**Run 1: routing congestion map**

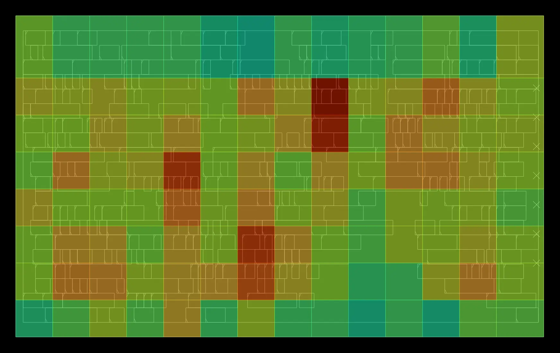
**Run 1: the metal 3 layer**

The bar under the picture is 20 µm long. Cells faint in the background.
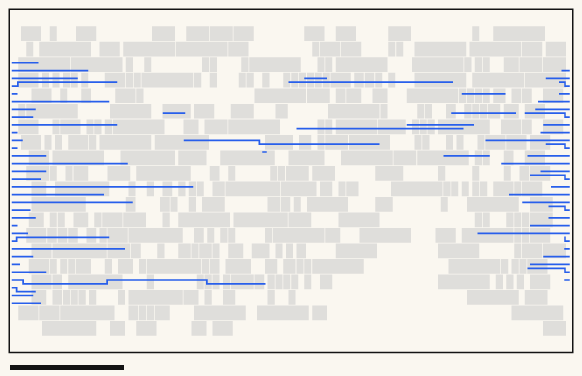
**Run 1: metal 1**

The bar under the picture is 20 µm long. Supply wires on this layer in gray.
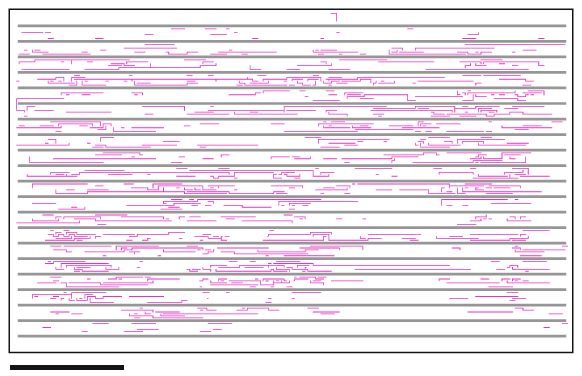
### config.mk
export PLATFORM = sky130hd
export DESIGN_NAME = i8088_bus_initiator
export DESIGN_NICKNAME = d
export VERILOG_FILES = /design/src/rtl/i8088_bus_initiator.sv
export SDC_FILE = /design/constraint.sdc
export NUM_CORES = 1
export LEC_CHECK = 0
export ABC_AREA = 1
export CAP_MARGIN = 20
export CORE_ASPECT_RATIO = 0.6
export CORE_UTILIZATION = 40
export CTS_CLUSTER_DIAMETER = 40
export DETAILED_ROUTE_END_ITERATION = 8
export GPL_TIMING_DRIVEN = 0
export PLACE_DENSITY = 0.86
export SYNTH_ARGS = -nofsm -noshare
export SYNTH_HDL_FRONTEND = slang
export SYNTH_SLANG_ARGS = --single-unit
### constraint.sdc
create_clock -name I8088_CLK -period 1.5 [get_ports I8088_CLK]
set_input_delay 0.225 -clock I8088_CLK [delete_from_list [all_inputs] [get_ports I8088_CLK]]
set_output_delay 0.225 -clock I8088_CLK [all_outputs]
set_load 0.1 [all_outputs]
### src/rtl/i8088_bus_initiator.sv
// Minimum-mode 8088 bus master: each accepted request becomes one T1-T2-T3-(TW)-T4 cycle.
// rsp_valid is high in T4, four T-states after the accept cycle plus one per TW; requests stall (req_ready=0) in T1..TW.
module i8088_bus_initiator #(
   parameter int WAIT_MAX = 15
) (
   input  logic        I8088_CLK,
   input  logic        CPU_RESET,
   input  logic        req_valid,
   output logic        req_ready,
   input  logic        req_write,
   input  logic        req_io,
   input  logic [19:0] req_addr,
   input  logic [7:0]  req_wdata,
   output logic        rsp_valid,
   output logic [7:0]  rsp_rdata,
   output logic        rsp_timeout,
   output logic        busy,
   output logic [11:0] A19_8_cpu,
   output logic [7:0]  AD8_out_cpu,
   output logic        AD8_enout_cpu,
   input  logic [7:0]  AD8_in_cpu,
   output logic        ALE_cpu,
   output logic        nRD_cpu,
   output logic        nWR_cpu,
   output logic        IO_nM_cpu,
   output logic        DT_nR_cpu,
   output logic        nDEN_cpu,
   input  logic        READY_cpu
);

   localparam int WCW = (WAIT_MAX < 2) ? 1 : $clog2(WAIT_MAX + 1);

   typedef enum logic [2:0] {
      S_IDLE,
      S_T1,
      S_T2,
      S_T3,
      S_TW,
      S_T4
   } state_t;

   state_t           state_q, state_d;
   logic [WCW-1:0]   cnt_q, cnt_d;
   logic             wr_q, wr_d;
   logic [7:0]       wdata_q, wdata_d;
   logic             ale_q, ale_d;
   logic             nrd_q, nrd_d;
   logic             nwr_q, nwr_d;
   logic             nden_q, nden_d;
   logic             io_nm_q, io_nm_d;
   logic             dt_nr_q, dt_nr_d;
   logic             ad_en_q, ad_en_d;
   logic [11:0]      a_hi_q, a_hi_d;
   logic [7:0]       ad_out_q, ad_out_d;
   logic             rsp_vld_q, rsp_vld_d;
   logic             rsp_to_q, rsp_to_d;
   logic [7:0]       rdata_q, rdata_d;
   logic             accept;
   logic             wait_limit;

   assign req_ready  = (state_q == S_IDLE) || (state_q == S_T4);
   assign accept     = req_valid && req_ready;
   assign wait_limit = (WAIT_MAX != 0) && (cnt_q == WCW'(WAIT_MAX));

   always_comb begin
      state_d   = state_q;
      cnt_d     = cnt_q;
      wr_d      = wr_q;
      wdata_d   = wdata_q;
      ale_d     = ale_q;
      nrd_d     = nrd_q;
      nwr_d     = nwr_q;
      nden_d    = nden_q;
      io_nm_d   = io_nm_q;
      dt_nr_d   = dt_nr_q;
      ad_en_d   = ad_en_q;
      a_hi_d    = a_hi_q;
      ad_out_d  = ad_out_q;
      rsp_vld_d = 1'b0;
      rsp_to_d  = 1'b0;
      rdata_d   = rdata_q;

      case (state_q)
         S_IDLE: begin
            state_d = S_IDLE;
         end
         S_T1: begin
            state_d = S_T2;
            ale_d   = 1'b0;
            nden_d  = 1'b0;
            if (wr_q) begin
               nwr_d    = 1'b0;
               ad_out_d = wdata_q;
               ad_en_d  = 1'b1;
            end else begin
               nrd_d   = 1'b0;
               ad_en_d = 1'b0;
            end
         end
         S_T2: begin
            state_d = S_T3;
         end
         S_T3, S_TW: begin
            if (READY_cpu || wait_limit) begin
               state_d   = S_T4;
               nrd_d     = 1'b1;
               nwr_d     = 1'b1;
               nden_d    = 1'b1;
               rsp_vld_d = 1'b1;
               rsp_to_d  = !READY_cpu;
               if (!wr_q) begin
                  // an aborted read reports the floating-bus value
                  rdata_d = READY_cpu ? AD8_in_cpu : 8'hFF;
               end
            end else begin
               state_d = S_TW;
               cnt_d   = cnt_q + WCW'(1);
            end
         end
         S_T4: begin
            state_d = S_IDLE;
            ad_en_d = 1'b0;
         end
         default: begin
            state_d = S_IDLE;
         end
      endcase

      // accept is only possible in IDLE/T4 and overrides their next state
      if (accept) begin
         state_d  = S_T1;
         cnt_d    = '0;
         wr_d     = req_write;
         wdata_d  = req_wdata;
         ale_d    = 1'b1;
         a_hi_d   = req_io ? {4'h0, req_addr[15:8]} : req_addr[19:8];
         ad_out_d = req_addr[7:0];
         ad_en_d  = 1'b1;
         io_nm_d  = req_io;
         dt_nr_d  = req_write;
      end
   end

   always_ff @(posedge I8088_CLK or posedge CPU_RESET) begin
      if (CPU_RESET) begin
         state_q   <= S_IDLE;
         cnt_q     <= '0;
         wr_q      <= 1'b0;
         wdata_q   <= 8'h00;
         ale_q     <= 1'b0;
         nrd_q     <= 1'b1;
         nwr_q     <= 1'b1;
         nden_q    <= 1'b1;
         io_nm_q   <= 1'b0;
         dt_nr_q   <= 1'b0;
         ad_en_q   <= 1'b0;
         a_hi_q    <= 12'h000;
         ad_out_q  <= 8'h00;
         rsp_vld_q <= 1'b0;
         rsp_to_q  <= 1'b0;
         rdata_q   <= 8'hFF;
      end else begin
         state_q   <= state_d;
         cnt_q     <= cnt_d;
         wr_q      <= wr_d;
         wdata_q   <= wdata_d;
         ale_q     <= ale_d;
         nrd_q     <= nrd_d;
         nwr_q     <= nwr_d;
         nden_q    <= nden_d;
         io_nm_q   <= io_nm_d;
         dt_nr_q   <= dt_nr_d;
         ad_en_q   <= ad_en_d;
         a_hi_q    <= a_hi_d;
         ad_out_q  <= ad_out_d;
         rsp_vld_q <= rsp_vld_d;
         rsp_to_q  <= rsp_to_d;
         rdata_q   <= rdata_d;
      end
   end

   assign busy          = (state_q != S_IDLE);
   assign rsp_valid     = rsp_vld_q;
   assign rsp_timeout   = rsp_to_q;
   assign rsp_rdata     = rdata_q;
   assign A19_8_cpu     = a_hi_q;
   assign AD8_out_cpu   = ad_out_q;
   assign AD8_enout_cpu = ad_en_q;
   assign ALE_cpu       = ale_q;
   assign nRD_cpu       = nrd_q;
   assign nWR_cpu       = nwr_q;
   assign IO_nM_cpu     = io_nm_q;
   assign DT_nR_cpu     = dt_nr_q;
   assign nDEN_cpu      = nden_q;

endmodule

==> reports/metrics.csv, run 1 <==
metric,value,unit
status,finished with violations,
failing checks,"DRC, setup timing",
Most common cell on crit path,nand2_8,
Die Height,59.91,µm
min cycle time layout,1.553,ns
syn nets,300,
critical path class,flop to output pin,
clk tree area frac,2.643,%
Crit Path Max Fanout,7,
grt total ovfl,0,
sequential element share of the synthesized area,58.81,%
CLK BUF,5,
CTS tree,yes,
cells after synthesis,257,
largest class,flip-flops and latches,
Reg2Reg Setup Slack,0.03,ns
layout cells sized above 1,28.33,%
Final setup viols,1,
Log Warnings,29,
CP bufs+invs,1,
Mapped Area,2236,µm²
Die W,98.52,µm
first-pass GRT wire length,9.218,mm
# rows,20,
drt drc,7,
final worst setup slack,-0.05267,ns
multi-input logic area,908.4,µm²
Resize count post-CTS,165,
initial antenna violation count,0,
Top non-seq family,simple AND/OR/NAND/NOR gates,
tapcell count,66,
Non-clk bufs,92,
Data buffer area share,27.64,%
Top Layout Cells,"nand2_1 (131), clkdlybuf4s50_1 (40), dfrtp_1 (37)",
Fin Hold WS,0.1537,ns
chip footprint,5902,µm²
About 'routing congestion map':
met2 GRT Util: 32.70%
layer with the highest usage: met2
met3 Usage GRT: 7.251%
GR Util met1: 26.60%

About 'the metal 3 layer':
longest straight run = 31.5 µm
nets with wire on the layer = 66
share of all routed wire = 11%
main direction = horizontal
final wirelength: 5.626 mm
DR vias: 2001

About 'metal 1':
share of all routed wire = 45%
nets with wire on the layer = 320
longest straight run = 31.3 µm

run 1: how the worst max path moves through the flow:
| stage | slack (ns) | cells past startpoint | endpoint |
|---|---|---|---|
| final | -0.05 | 4 | req_ready |
| after global routing | -0.11 | 4 | req_ready |
| after CTS | -0.08 | 4 | req_ready |
| after detailed placement | -0.77 | 4 | req_ready |
| after global placement | -1.10 | 2 | DT_nR_cpu |
| after floorplan | -0.09 | 8 | A19_8_cpu[0] |
run 1: state kept, by name (all words and copies together) (netlist names), 3 cells and up:
signal / count
state_q: 3
AD8_out_cpu: 8
rsp_rdata: 8
cnt_q: 4
wdata_q: 8
A19_8_cpu: 12
run 1: worst reg2reg max path: cells and delay by family, from the launching register on:
kind                   cells  cell delay, ns
buffers and inverters      1            0.18
and+or+nand+nor            8            0.70
DFF                        1            0.48
run 1: layer usage:
metal	global-route usage, %	vias to the layer above	part of all wire [%]
met5	0	-	0
met4	5.117	0	0.41
met3	7.251	2	11
met2	32.70	79	44
met1	26.60	933	45
li1	-	987	-
run 1: per-stage QoR:
step	util (%)	worst slack, ns	cells
floorplan	-	-0.09021	257
global placement	60.29	-1.103	402
detailed placement	60.67	-0.7711	403
CTS	63.23	-0.07797	414
global route	65.17	-0.1078	419
finish	65.17	-0.05267	419
run 1: cell families after synthesis:
logic type | Yosys count
fa+ha+maj | 1
xor+xnor | 1
buf+inv | 21
flops | 52
compound gates | 11
simple gates | 171
**Run 1: gate-type map**

The bar under the picture is 20 µm long.
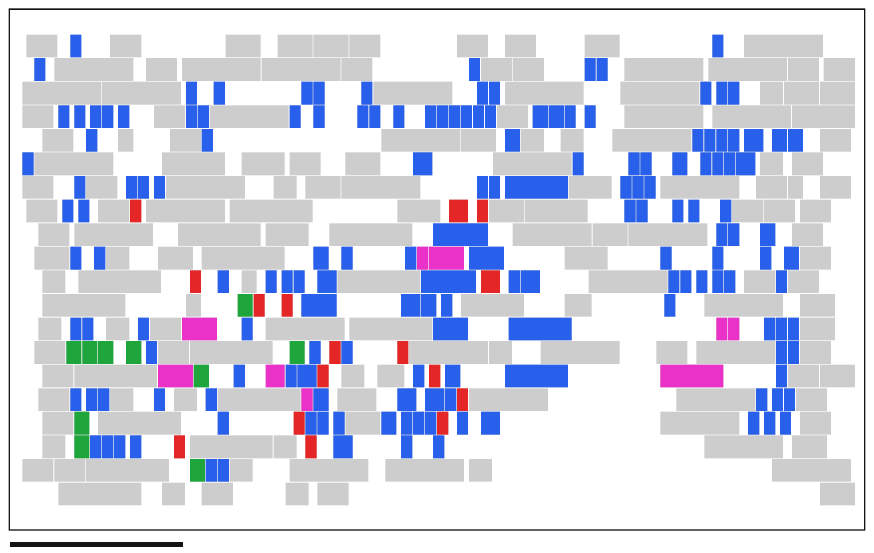

==> run 2: changes to the inputs <==
--- a/config.mk
+++ b/config.mk
@@ -5,13 +5,11 @@
 export SDC_FILE = /design/constraint.sdc
 export NUM_CORES = 1
 export LEC_CHECK = 0
-export ABC_AREA = 1
 export CAP_MARGIN = 20
 export CORE_ASPECT_RATIO = 0.6
 export CORE_UTILIZATION = 40
 export CTS_CLUSTER_DIAMETER = 40
 export DETAILED_ROUTE_END_ITERATION = 8
-export GPL_TIMING_DRIVEN = 0
 export PLACE_DENSITY = 0.86
 export SYNTH_ARGS = -nofsm -noshare
 export SYNTH_HDL_FRONTEND = slang
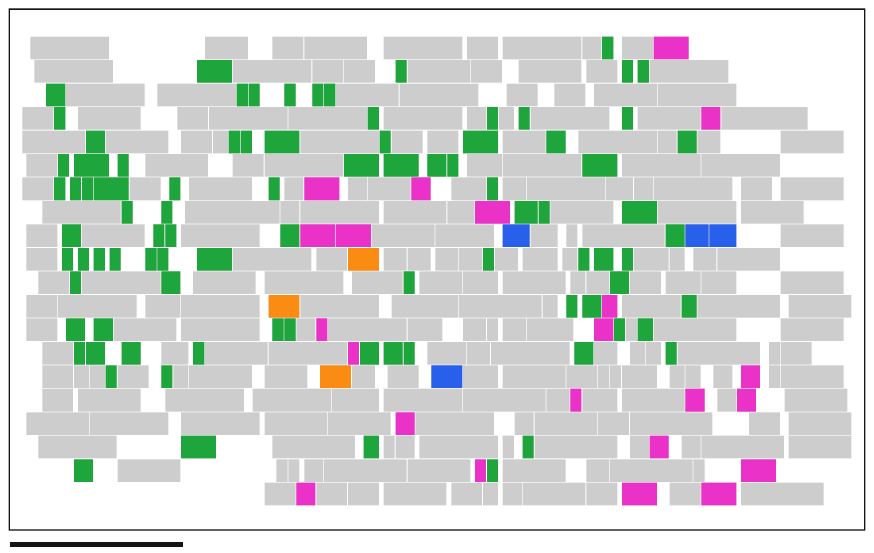
**Above:** run 2 (gate-type map).
The bar under the picture is 20 µm long.
orange -> mux cells  # cells 3
magenta -> nor cells  # cells 22
green -> nand cells  # cells 89
blue -> non-inverting ao/oa cells  # cells 4
Comb/total area: 25.95%
non-filler cells, final: 414
most numerous logic cell after layout: nand2_1

==> reports/metrics.csv, run 2 <==
metric,value,unit,change
DR vias,2250,,+12%
grt total ovfl,0,,unchanged
CP bufs+invs,5,,+4
syn nets,280,,-6.7%
Top Layout Cells,"nand2_1 (54), buf_12 (43), clkdlybuf4s50_1 (41)",,
CTS tree,yes,,
Final setup viols,48,,+47
Resize count post-CTS,9,,-95%
Finished Core Util,81.67,%,+17 points
Fin Hold WS,0.2621,ns,+0.1084 ns
Placed Cells incl. Taps,391,,-3.0%
sequential element share of the synthesized area,58.32,%,-0.49 points
Largest register FFs,12,,unchanged
Clock Latency Late Sink,0.32,ns,
met2 GRT Util,37.76,%,+5.1 points
CP Depth,9,,+5
min cycle time layout,1.754,ns,+0.2017 ns
final worst setup slack,-0.2543,ns,-0.2017 ns
cells after synthesis,237,,-7.8%
met3 Usage GRT,8.538,%,+1.3 points
dpl ws,-0.1778,ns,+0.5933 ns
drt drc,0,,-7
initial antenna violation count,0,,unchanged
critical path class,flop to flop,,
Die Height,60.16,µm,+0.41%
largest net degree at the start of global routing,53,,
worst setup path end,AD8_out_cpu[3],,
worst path required time,1.73,ns,
GR Util met1,25.84,%,-0.76 points
Top non-seq family,simple AND/OR/NAND/NOR gates,,
final wirelength,7.451,mm,+32%
failing checks,setup timing,,
Reg2Reg Setup Slack,-0.25,ns,-0.28 ns
Log Warnings,29,,unchanged
# rows,20,,unchanged
Die W,98.93,µm,+0.41%
status,finished with violations,,
first-pass GRT wire length,9.749,mm,+5.8%
Mapped Area,2255,µm²,+0.84%
Most common cell on crit path,buf_6,,
layout cells sized above 1,42.24,%,+14 points
Crit. Startpoint,state_q[2],,
run 2: cell types whose count changed after synthesis, moves of 5 or more:
cell | previous run | this run
nand3_1 | 15 | 3
nor2_1 | 6 | 21
o21ai_0 | 10 | 3
a21oi_1 | 0 | 5
a31oi_1 | 0 | 16
nand2b_1 | 0 | 9
o21ai_1 | 0 | 7
nand2_1 | 135 | 74
clkbuf_1 | 0 | 5
run 2: area by class of cell:
type | instances | area, µm² | share of cell area, %
Clock inverter | 2 | 35.03 | 0.8202
Multi-Input combinational cell | 162 | 1109 | 25.95
Clock buffer | 6 | 72.57 | 1.699
Sequential cell | 52 | 1316 | 30.81
Tap cell | 66 | 82.58 | 1.933
Timing Repair Buffer | 115 | 1615 | 37.81
Inverter | 11 | 41.29 | 0.9666
run 2: worst min path at each step:
stage / start / to / slack (ns)
2_1_floorplan: req_write / DT_nR_cpu / 0.33
3_3_place_gp: wdata_q[5] / wdata_q[5] / 0.44
3_5_place_dp: wdata_q[2] / wdata_q[2] / 0.46
4_1_cts: CPU_RESET / state_q[0] / 0.28
5_1_grt: CPU_RESET / state_q[0] / 0.29
6_report: CPU_RESET / state_q[2] / 0.26
run 2: metal layers:
metal | routed length [µm] | part of all wire, %
met1 | 2986 | 40
met2 | 3722 | 50
met3 | 641 | 8.6
met4 | 101 | 1.4
met5 | 0 | 0
run 2: cells by family after synthesis:
logic type,Yosys count
buffers and inverters,23
flip-flops,52
multiplexers,3
adder cells (fa/ha/maj),1
XOR/XNOR,2
AND-OR/OR-AND,42
AND/OR/NAND/NOR,114
